File: config.mk
export PLATFORM = sky130hd
export DESIGN_NAME = pic_cmd_regfile
export DESIGN_NICKNAME = d
export VERILOG_FILES = /design/src/rtl/pic_cmd_regfile.sv
export SDC_FILE = /design/constraint.sdc
export NUM_CORES = 1
export LEC_CHECK = 0
export ABC_AREA = 1
export CAP_MARGIN = 20
export CORE_ASPECT_RATIO = 1.75
export CORE_UTILIZATION = 30
export CTS_BUF_LIST = sky130_fd_sc_hd__clkbuf_16
export DETAILED_ROUTE_END_ITERATION = 12
export GPL_TIMING_DRIVEN = 0
export PLACE_DENSITY = 0.56
export SLEW_MARGIN = 20
export SYNTH_ARGS = -nofsm -noshare
export SYNTH_HDL_FRONTEND = slang
export SYNTH_SLANG_ARGS = --single-unit
File: constraint.sdc
create_clock -name clk -period 1.15 [get_ports clk]
set_input_delay 0.1725 -clock clk [delete_from_list [all_inputs] [get_ports clk]]
set_output_delay 0.1725 -clock clk [all_outputs]
set_load 0.02 [all_outputs]
File: src/rtl/pic_cmd_regfile.sv
// 8259 command register file: tracks the ICW1..ICW4 initialization sequence,
// holds OCW state (mask, read select, special mask) and serves status reads.
module pic_cmd_regfile (
    input  logic       clk,
    input  logic       rst,
    input  logic       wr_valid,
    input  logic       cmd_type,
    input  logic [1:0] cmd_nr,
    input  logic [7:0] cmd_data,
    input  logic       rd_req,
    input  logic       rd_a0,
    input  logic [7:0] irr_in,
    input  logic [7:0] isr_in,
    output logic [7:0] rd_data,
    output logic       rd_valid,
    output logic [7:0] imr,
    output logic       init_done,
    output logic       ltim,
    output logic       single,
    output logic [4:0] vector_base,
    output logic [7:0] cascade_cfg,
    output logic       aeoi,
    output logic       sfnm,
    output logic       ocw2_valid,
    output logic [2:0] ocw2_cmd,
    output logic [2:0] ocw2_level,
    output logic       read_isr,
    output logic       smm,
    output logic       poll_req,
    output logic       seq_error
);

    typedef enum logic [2:0] {
        ST_UNINIT    = 3'd0,
        ST_WAIT_ICW2 = 3'd1,
        ST_WAIT_ICW3 = 3'd2,
        ST_WAIT_ICW4 = 3'd3,
        ST_READY     = 3'd4
    } state_t;

    state_t     state_q;
    logic       ic4_q;
    logic [7:0] rd_data_q;
    logic       rd_valid_q;
    logic [7:0] imr_q;
    logic       init_done_q;
    logic       ltim_q;
    logic       single_q;
    logic [4:0] vector_base_q;
    logic [7:0] cascade_cfg_q;
    logic       aeoi_q;
    logic       sfnm_q;
    logic       ocw2_valid_q;
    logic [2:0] ocw2_cmd_q;
    logic [2:0] ocw2_level_q;
    logic       read_isr_q;
    logic       smm_q;
    logic       poll_req_q;
    logic       seq_error_q;

    logic       icw1_s;
    logic       icw2_s;
    logic       icw3_s;
    logic       icw4_s;
    logic       ocw_ok_s;
    logic       bad_s;
    logic [7:0] rd_sel_s;

    // Classify the incoming write against the current sequencer state.
    always_comb begin
        icw1_s   = wr_valid && cmd_type && (cmd_nr == 2'd0);
        icw2_s   = wr_valid && cmd_type && (cmd_nr == 2'd1) && (state_q == ST_WAIT_ICW2);
        icw3_s   = wr_valid && cmd_type && (cmd_nr == 2'd2) && (state_q == ST_WAIT_ICW3);
        icw4_s   = wr_valid && cmd_type && (cmd_nr == 2'd3) && (state_q == ST_WAIT_ICW4);
        ocw_ok_s = wr_valid && !cmd_type && (state_q == ST_READY) && (cmd_nr != 2'd3);
        bad_s    = wr_valid && !(icw1_s || icw2_s || icw3_s || icw4_s || ocw_ok_s);
    end

    // Read mux uses pre-write register values, so a same-cycle write is not visible.
    always_comb begin
        rd_sel_s = 8'h00;
        if (rd_a0) begin
            rd_sel_s = imr_q;
        end else if (read_isr_q) begin
            rd_sel_s = isr_in;
        end else begin
            rd_sel_s = irr_in;
        end
    end

    // Sequencer, architectural registers, command pulses and read port.
    always_ff @(posedge clk) begin
        if (rst) begin
            state_q       <= ST_UNINIT;
            ic4_q         <= 1'b0;
            rd_data_q     <= 8'h00;
            rd_valid_q    <= 1'b0;
            imr_q         <= 8'h00;
            init_done_q   <= 1'b0;
            ltim_q        <= 1'b0;
            single_q      <= 1'b0;
            vector_base_q <= 5'd0;
            cascade_cfg_q <= 8'h00;
            aeoi_q        <= 1'b0;
            sfnm_q        <= 1'b0;
            ocw2_valid_q  <= 1'b0;
            ocw2_cmd_q    <= 3'd0;
            ocw2_level_q  <= 3'd0;
            read_isr_q    <= 1'b0;
            smm_q         <= 1'b0;
            poll_req_q    <= 1'b0;
            seq_error_q   <= 1'b0;
        end else begin
            ocw2_valid_q <= 1'b0;
            poll_req_q   <= 1'b0;
            rd_valid_q   <= rd_req;
            if (rd_req) begin
                rd_data_q <= rd_sel_s;
            end

            if (icw1_s) begin
                ltim_q        <= cmd_data[3];
                single_q      <= cmd_data[1];
                ic4_q         <= cmd_data[0];
                imr_q         <= 8'h00;
                read_isr_q    <= 1'b0;
                smm_q         <= 1'b0;
                aeoi_q        <= 1'b0;
                sfnm_q        <= 1'b0;
                cascade_cfg_q <= 8'h00;
                seq_error_q   <= 1'b0;
                init_done_q   <= 1'b0;
                state_q       <= ST_WAIT_ICW2;
            end else if (icw2_s) begin
                vector_base_q <= cmd_data[7:3];
                if (!single_q) begin
                    state_q <= ST_WAIT_ICW3;
                end else if (ic4_q) begin
                    state_q <= ST_WAIT_ICW4;
                end else begin
                    state_q     <= ST_READY;
                    init_done_q <= 1'b1;
                end
            end else if (icw3_s) begin
                cascade_cfg_q <= cmd_data;
                if (ic4_q) begin
                    state_q <= ST_WAIT_ICW4;
                end else begin
                    state_q     <= ST_READY;
                    init_done_q <= 1'b1;
                end
            end else if (icw4_s) begin
                aeoi_q      <= cmd_data[1];
                sfnm_q      <= cmd_data[4];
                state_q     <= ST_READY;
                init_done_q <= 1'b1;
            end else if (ocw_ok_s) begin
                case (cmd_nr)
                    2'd0: imr_q <= cmd_data;
                    2'd1: begin
                        ocw2_valid_q <= 1'b1;
                        ocw2_cmd_q   <= cmd_data[7:5];
                        ocw2_level_q <= cmd_data[2:0];
                    end
                    2'd2: begin
                        if (cmd_data[1]) begin
                            read_isr_q <= cmd_data[0];
                        end
                        if (cmd_data[6]) begin
                            smm_q <= cmd_data[5];
                        end
                        poll_req_q <= cmd_data[2];
                    end
                    default: seq_error_q <= 1'b1;
                endcase
            end else if (bad_s) begin
                seq_error_q <= 1'b1;
            end
        end
    end

    assign rd_data     = rd_data_q;
    assign rd_valid    = rd_valid_q;
    assign imr         = imr_q;
    assign init_done   = init_done_q;
    assign ltim        = ltim_q;
    assign single      = single_q;
    assign vector_base = vector_base_q;
    assign cascade_cfg = cascade_cfg_q;
    assign aeoi        = aeoi_q;
    assign sfnm        = sfnm_q;
    assign ocw2_valid  = ocw2_valid_q;
    assign ocw2_cmd    = ocw2_cmd_q;
    assign ocw2_level  = ocw2_level_q;
    assign read_isr    = read_isr_q;
    assign smm         = smm_q;
    assign poll_req    = poll_req_q;
    assign seq_error   = seq_error_q;

endmodule

==> run summary, run 1 <==
Status - complete, but fails checks
Failing checks - setup timing
Clock sinks - 50
DP Cell Count - 441
Fin area - 3422 um^2
Comb pwr share - 10.7%
Final worst slack - -0.04241 ns
Seq pwr - 0.00177 W
Setup crit end - ocw2_level[1]
IO Port Bufs - 75
Clk_lat worst skew - 0.29 ns
Number of remaining DRC errors - 0
Syn avg cell area - 7.472 um^2
CP startpoint - state_q[0]
HPWL after DPL - 4693 um
Startpoint types - flop
Most frequent cells in the layout - dfxtp_1, nor2_1, a21oi_1, clkdlybuf4s50_1, nand2_1
RSZ-0062 raised after global routing - true
Row count - 40
Clk power - 0.00169 W
Part of the power in registers - 45.7%
Primary FF master, synth - dfxtp_1
Final setup viols - 17
Max-area cell share - 47.51%
-- run 1: worst max-delay path, stage by stage, from the launching register on --
cell and delay (ns):
dfxtp_4 0.37, inv_4 0.07, nand3_4 0.08, nor2_4 0.19, buf_6 0.16, nand2_8 0.08
nand2_2 0.07, a21oi_2 0.04
-- run 1: sequential cells by signal, indices dropped and copies added (netlist names), 3 cells and up --
signal       cells
ocw2_cmd         3
imr              8
vector_base      5
cascade_cfg      8
state_q          3
ocw2_level       3
rd_data          8
-- run 1: worst min path at each step --
stage / start / to
2_1_floorplan: cmd_data[2] / poll_req
3_3_place_gp: init_done / init_done
3_5_place_dp: init_done / init_done
4_1_cts: rst / state_q[0]
5_1_grt: rst / rd_valid
6_report: rst / ocw2_cmd[0]
-- run 1: what timing repair did --
item	CTS	global route
pin swaps	12	11
buffers inserted	9	2
cloned	3	0
resized	127	79
hold buffers	0	0
setup endpoints to repair	94	71
endpoints found under the hold margin	0	0
-- run 1: cell type report --
type,count,area [um^2],share of cell area (%)
well taps,84,105.1,3.071
plain buffers,8,60.06,1.755
repair buffers,89,792.0,23.14
multi-input cells,195,1174,34.30
inverters,28,111.4,3.254
clock buffers,5,125.1,3.656
clock inverters,3,43.79,1.280
flip-flops and latches,50,1011,29.54
-- run 1: kinds of logic after synthesis --
group,after synthesis,synth area share (%)
buf+inv,37,7.779
flops,50,47.51
compound gates,73,18.29
simple gates,122,26.43
-- run 1: routing by layer --
| layer | track usage [%] | vias to the layer above |
|---|---|---|
| met5 | 0 | - |
| met4 | 10.58 | 0 |
| met3 | 3.427 | 13 |
| met2 | 32.44 | 59 |
| met1 | 19.84 | 1025 |
| li1 | - | 1128 |
run_1/sizing.png
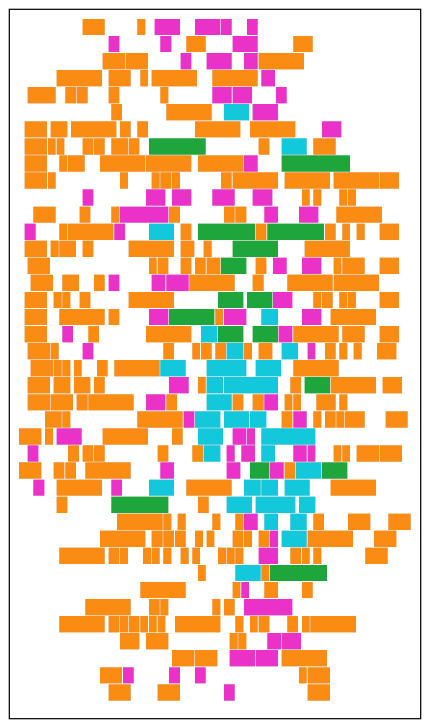
magenta -> x2  # cells 71, share 19%
orange -> x1 and smaller  # cells 259, share 69%
green -> x6 and larger  # cells 16, share 4.2%
cyan -> x3 and x4  # cells 32, share 8.5%

run_1/class_map.png
Bar = 20 um. Fill, decap, tap and diode cells in grey.
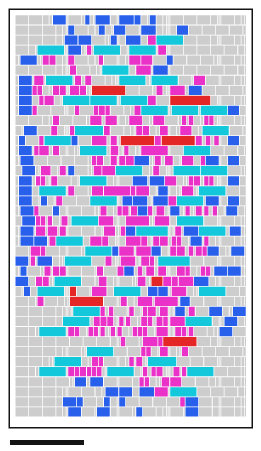
red -> clock drivers and dummy loads  # cells 8, share of their area 5.1%
cyan -> sequential cells  # cells 50, share of their area 30%
blue -> remaining buffers and delay cells  # cells 97, share of their area 26%
magenta -> remaining logic cells  # cells 223, share of their area 39%

run_1/m2.png
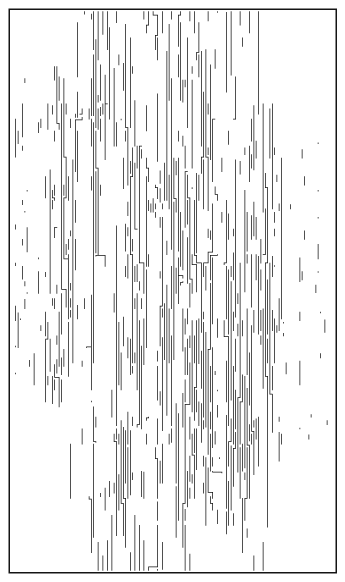
nets with wire on the layer = 340
share of all routed wire = 56%
longest straight run = 48.3 um

run_1/gates.png
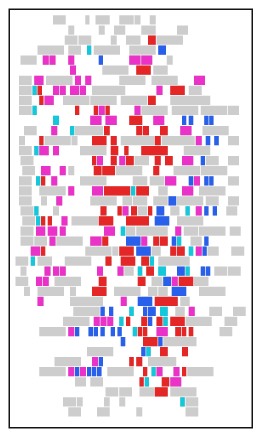

==> run 2: changes to the inputs <==
ABC_AREA = unset   (was 1)
CORE_MARGIN = 2   (was unset)
PLACE_DENSITY = 0.55   (was 0.56)
run_2/gates.png
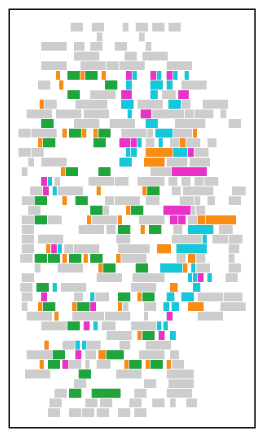
magenta -> aoi and oai cells  # cells 24, most used o21ai_1
orange -> nor cells  # cells 45, most used nor2_1
cyan -> nand cells  # cells 43, most used nand2_1
green -> mux cells  # cells 40, most used mux2i_1
most frequent logic cell in the layout: dfxtp_1
Comb area share: 35.36%
fin cells: 411

run_2/m2.png
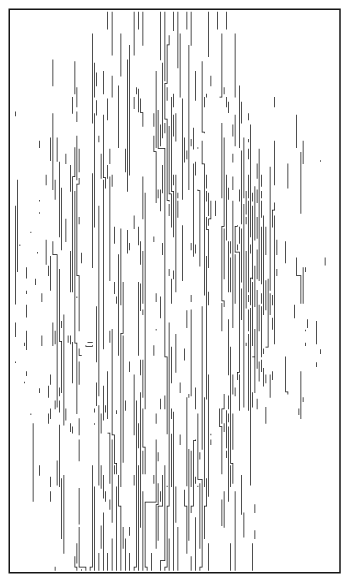
nets with wire on the layer = 313
wire length on this layer = 3690 um
total number of vias: 1976
DRT Wirelength: 6553 um
GR Util met2: 31.61%

==> run summary, run 2 <==
HPWL after DPL - 4787 um
Clk_lat worst skew - 0.29 ns
Clk power - 0.00144 W
Row count - 41
Top logic family - simple AND/OR/NAND/NOR gates
Area share of fa/ha/maj cells after synthesis - 0%
Hold path startpoint - wr_valid
RSZ-0062 raised after global routing - true
Slowest cell on the critical path - dfxtp_4
Failing checks - setup timing
CP startpoint - state_q[1]
Crit. path cell count - 5
Critical Path Fanout Max - 7
Multiplexer share - 18.06%
Startpoint types - flop
Compound Share, Synth - 8.239%
Part of the power in registers - 48.6%
Gr ovfl total - 0
IO Port Bufs - 74
Final setup viols - 38
Basic Gates by Area - 23.19%
Number of remaining DRC errors - 0
# nets final - 356
DP Cell Count - 388
Setup crit end - ocw2_level[2]
Fin area - 3471 um^2
H-tree levels - 2
Syn avg cell area - 9.724 um^2
Primary FF master, synth - dfxtp_1
Hold Path End - poll_req
Cell Chain, Critical Path - nor4b_4 -> buf_4 -> nand4b_4 -> mux2i_1 -> nor2_1
Max-area cell share - 45.15%
Status - complete, but fails checks
XOR Share, Synth - 0.3950%
Final period utilization - 120.2%
Most frequent cells in the layout - dfxtp_1, mux2i_1, nor2_1, clkdlybuf4s50_1, nand2_1
Seq pwr - 0.00176 W
Final worst slack - -0.2320 ns
Final min period - 1.382 ns
CTS Hold Bufs - 0
CP Buf/Inv Count - 1
run_2/sizing.png
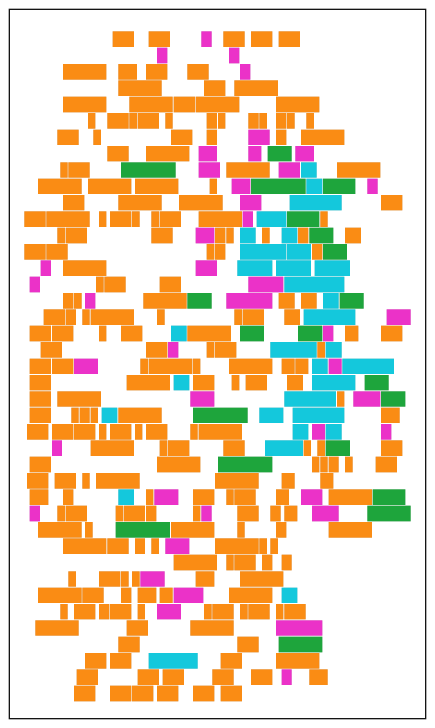
green -> x6 and larger  # cells 20, share 6.2%
orange -> x1 and smaller  # cells 232, share 71%
cyan -> x3 and x4  # cells 31, share 9.5%
magenta -> x2  # cells 42, share 13%

## run 2: cell count changes after synthesis, moves of 5 or more
cell / previous run / this run
nand2_2: 5 / 0
nand3_1: 23 / 11
o211ai_1: 8 / 0
nand2_1: 41 / 25
inv_1: 25 / 1
mux2i_1: 0 / 40
a21oi_1: 40 / 8
o21ai_0: 25 / 12
## run 2: worst min-delay path: cells and delay by family
| kind | cells | cell delay [ns] |
|---|---|---|
| AND/OR/NAND/NOR | 2 | 0.11 |
| buffers and inverters | 1 | 0.12 |
## run 2: layout make-up
class / instances / area, um^2
Fill cell: 708 / 3711
Buffer: 13 / 146.4
Sequential cell: 50 / 1015
Timing Repair Buffer: 91 / 829.5
Clock inverter: 3 / 16.27
Clock buffer: 5 / 125.1
Inverter: 1 / 3.754
Tap cell: 86 / 107.6
Multi-Input combinational cell: 162 / 1227
## run 2: repair_timing
item | 4_1_cts | 5_1_grt
setup endpoints to repair | 95 | 75
buffers inserted | 12 | 5
pin swaps | 11 | 16
resized | 116 | 55
## run 2: layer usage
layer  wire length (um)  vias up  track usage [%]
met1               2406      936            18.44
met5                  0        -                0
met4                191        0            7.966
met3                268       10            3.442
li1                   -      979                -
met2               3686       51            31.61
## run 2: cells by family (layout without fill, tap and decap cells)
logic type,after synthesis,after routing
flops,50,50
simple gates,93,93
mux,40,40
buf+inv,16,113
xor+xnor,1,1
compound gates,28,28
## run 2: through the flow
step | power (W) | TNS [ns]
4_1_cts | 0.003658 | -5.848
6_report | 0.003623 | -6.151
3_3_place_gp | 0.002192 | -34.86
5_1_grt | 0.003770 | -8.448
2_1_floorplan | 0.001984 | -5.784
3_5_place_dp | 0.002193 | -35.13
run_2/class_map.png
Bar = 20 um. Fill, decap, tap and diode cells in grey.
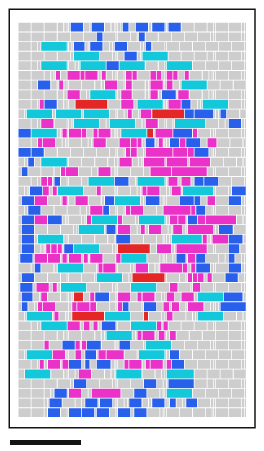

==> run 3: changes to the inputs <==
PLACE_DENSITY = 0.53   (was 0.55)
clock period = 1.4 ns   (was 1.15 ns; I/O delays follow)
run_3/class_map.png
Bar = 20 um. Fill, decap, tap and diode cells in grey.
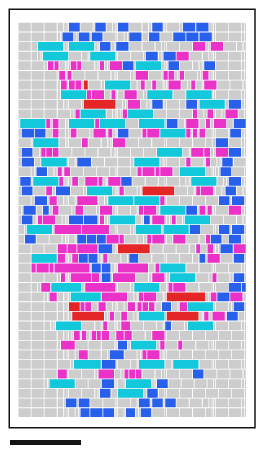
blue -> remaining buffers and delay cells  # cells 99, share of their area 28%
magenta -> remaining logic cells  # cells 163, share of their area 36%
red -> clock drivers and dummy loads  # cells 8, share of their area 5.2%
cyan -> sequential cells  # cells 50, share of their area 32%

run_3/sizing.png
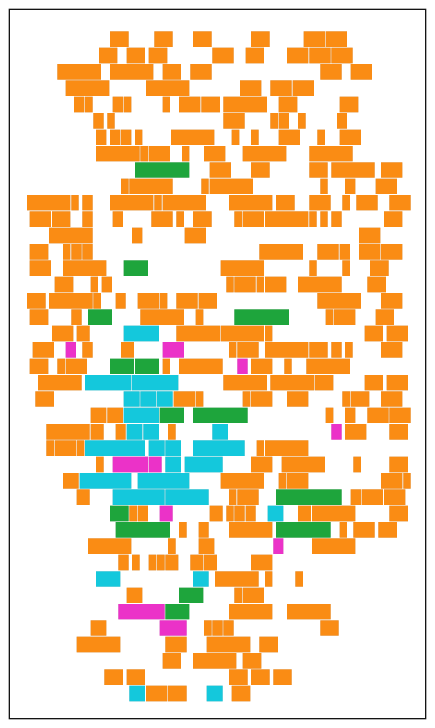
green -> x6 and larger  # cells 14, share 4.4%
orange -> x1 and smaller  # cells 271, share 85%
cyan -> x3 and x4  # cells 25, share 7.8%
magenta -> x2  # cells 10, share 3.1%

==> run summary, run 3 <==
Status - complete, but fails checks
Failing checks - setup timing
Post-CTS sizing - 61
Gr ovfl total - 0
Most frequent logic cell in the layout - dlygate4sd2_1
Most frequent cells in the layout - dlygate4sd2_1, dfxtp_1, mux2i_1, nor2_1, clkdlybuf4s50_1
Final period utilization - 101.0%
Max stage delay on crit path - 0.37 ns
Number of remaining DRC errors - 0
Number of DRC markers in iteration 0 - 35
CTS buffer count - 5
Total power - 0.003136 W
# Post-CTS Setup Buffers - 12
Synth area leader - dfxtp_1
IO Port Bufs - 74
Tool Warnings - 29
Top-Level Pins - 78
CTS Hold Bufs - 0
Die area - 8121 um^2
Max-area cell share - 45.15%
RSZ-0062 raised after global routing - true
Layout area overhead - 49.15%
Row count - 41
Final worst slack - -0.01423 ns
Setup CP Type - reg -> reg
Syn avg cell area - 9.724 um^2
DR WL/cell - 15.18 um
Slew Viols, Final - 0
Tot GR Track Use - 16.41%
Top cells, area - dfxtp_1, mux2i_1, nor2_1, nand2_1, o21ai_0
Share of cells above drive strength 1 - 15.31%
Cell Chain, Critical Path - nor4b_4 -> buf_4 -> nand4b_4 -> mux2i_1 -> nor2_1
CP Buf/Inv Count - 1
Slowest cell on the critical path - dfxtp_4
Critical Path Fanout Max - 7
Final min period - 1.414 ns
# nets final - 351
Primary FF master, synth - dfxtp_1
Worst Max-Slew Pin Slew - 0.6489 ns
Die height - 117.7 um
Max IR drop VDD - 0.6062 mV
Number of global-route vias before repair - 1898
Clock sinks - 50
Top delay family on crit path - simple AND/OR/NAND/NOR gates
H-tree levels - 2
Startpoint types - flop
Clk_lat worst skew - 0.29 ns
Post-synth EDFFs - 0
HPWL after DPL - 4609 um
Final setup viols - 3
run_3/m2.png
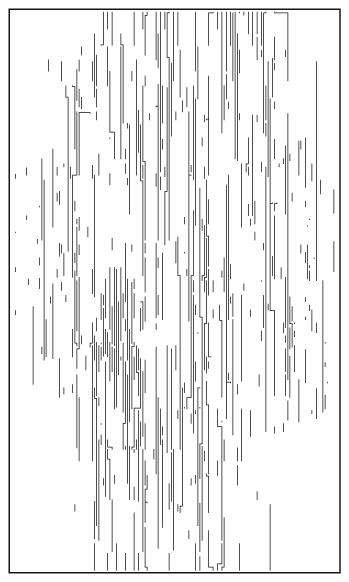
main direction = vertical
longest straight run = 55.8 um
GR Util met2: 30.23%
DRT Wirelength: 6164 um
total number of vias: 1911

run 3: cell counts after synthesis:
No cell type changed its count.
run 3: cells by family after synthesis:
group                     synth area share (%)
buffers and inverters                    4.965
DFF                                      45.15
xor gates and xnor gates                0.3951
and+or+nand+nor                          23.19
muxes                                    18.06
AOI/OAI and AO/OA                        8.240
run 3: area by class of cell:
type	count	area, um^2
Clock buffer	5	125.1
Fill cell	736	3875
Sequential cell	50	1010
Buffer	13	102.6
Tap cell	86	107.6
Inverter	1	3.754
Multi-Input combinational cell	162	1137
Clock inverter	3	42.54
Timing Repair Buffer	86	778.2
run 3: metal layers:
metal  track usage [%]  wire (um)  vias up
met5                 0          0        -
met4             6.618        125        0
met3             2.772        261        7
met2             30.23       3481       49
met1             17.32       2297      889
li1                  -          -      966
run 3: where the power goes:
group / switching [W] / leakage [nW] / internal (W) / total, W
Combinational: 0.000160 / 1.04 / 0.000152 / 0.000311
Sequential: 0.0000105 / 0.406 / 0.00144 / 0.00145
Clock: 0.000535 / 0.0818 / 0.000843 / 0.00138
Total: 0.000705 / 1.52 / 0.00243 / 0.00314
run 3: final timing paths:
check / startpoint / cells past startpoint / slack (ns) / to
max: state_q[1] / 5 / -0.01 / ocw2_cmd[2]
min: wr_valid / 3 / 0.26 / poll_req
max reg2reg: state_q[1] / 5 / -0.01 / ocw2_cmd[2]
min reg2reg: cascade_cfg[3] / 2 / 0.46 / cascade_cfg[3]
run 3: through the flow:
stage | instance area, um^2 | TNS (ns) | instances
after floorplan | 2218 | -0.06730 | 228
after global placement | 3067 | -24.54 | 388
after detailed placement | 3067 | -25.42 | 388
after CTS | 3308 | -0.4466 | 407
after global routing | 3307 | -1.218 | 406
final | 3307 | -0.02071 | 406
Power and IR drop assume default switching activity.
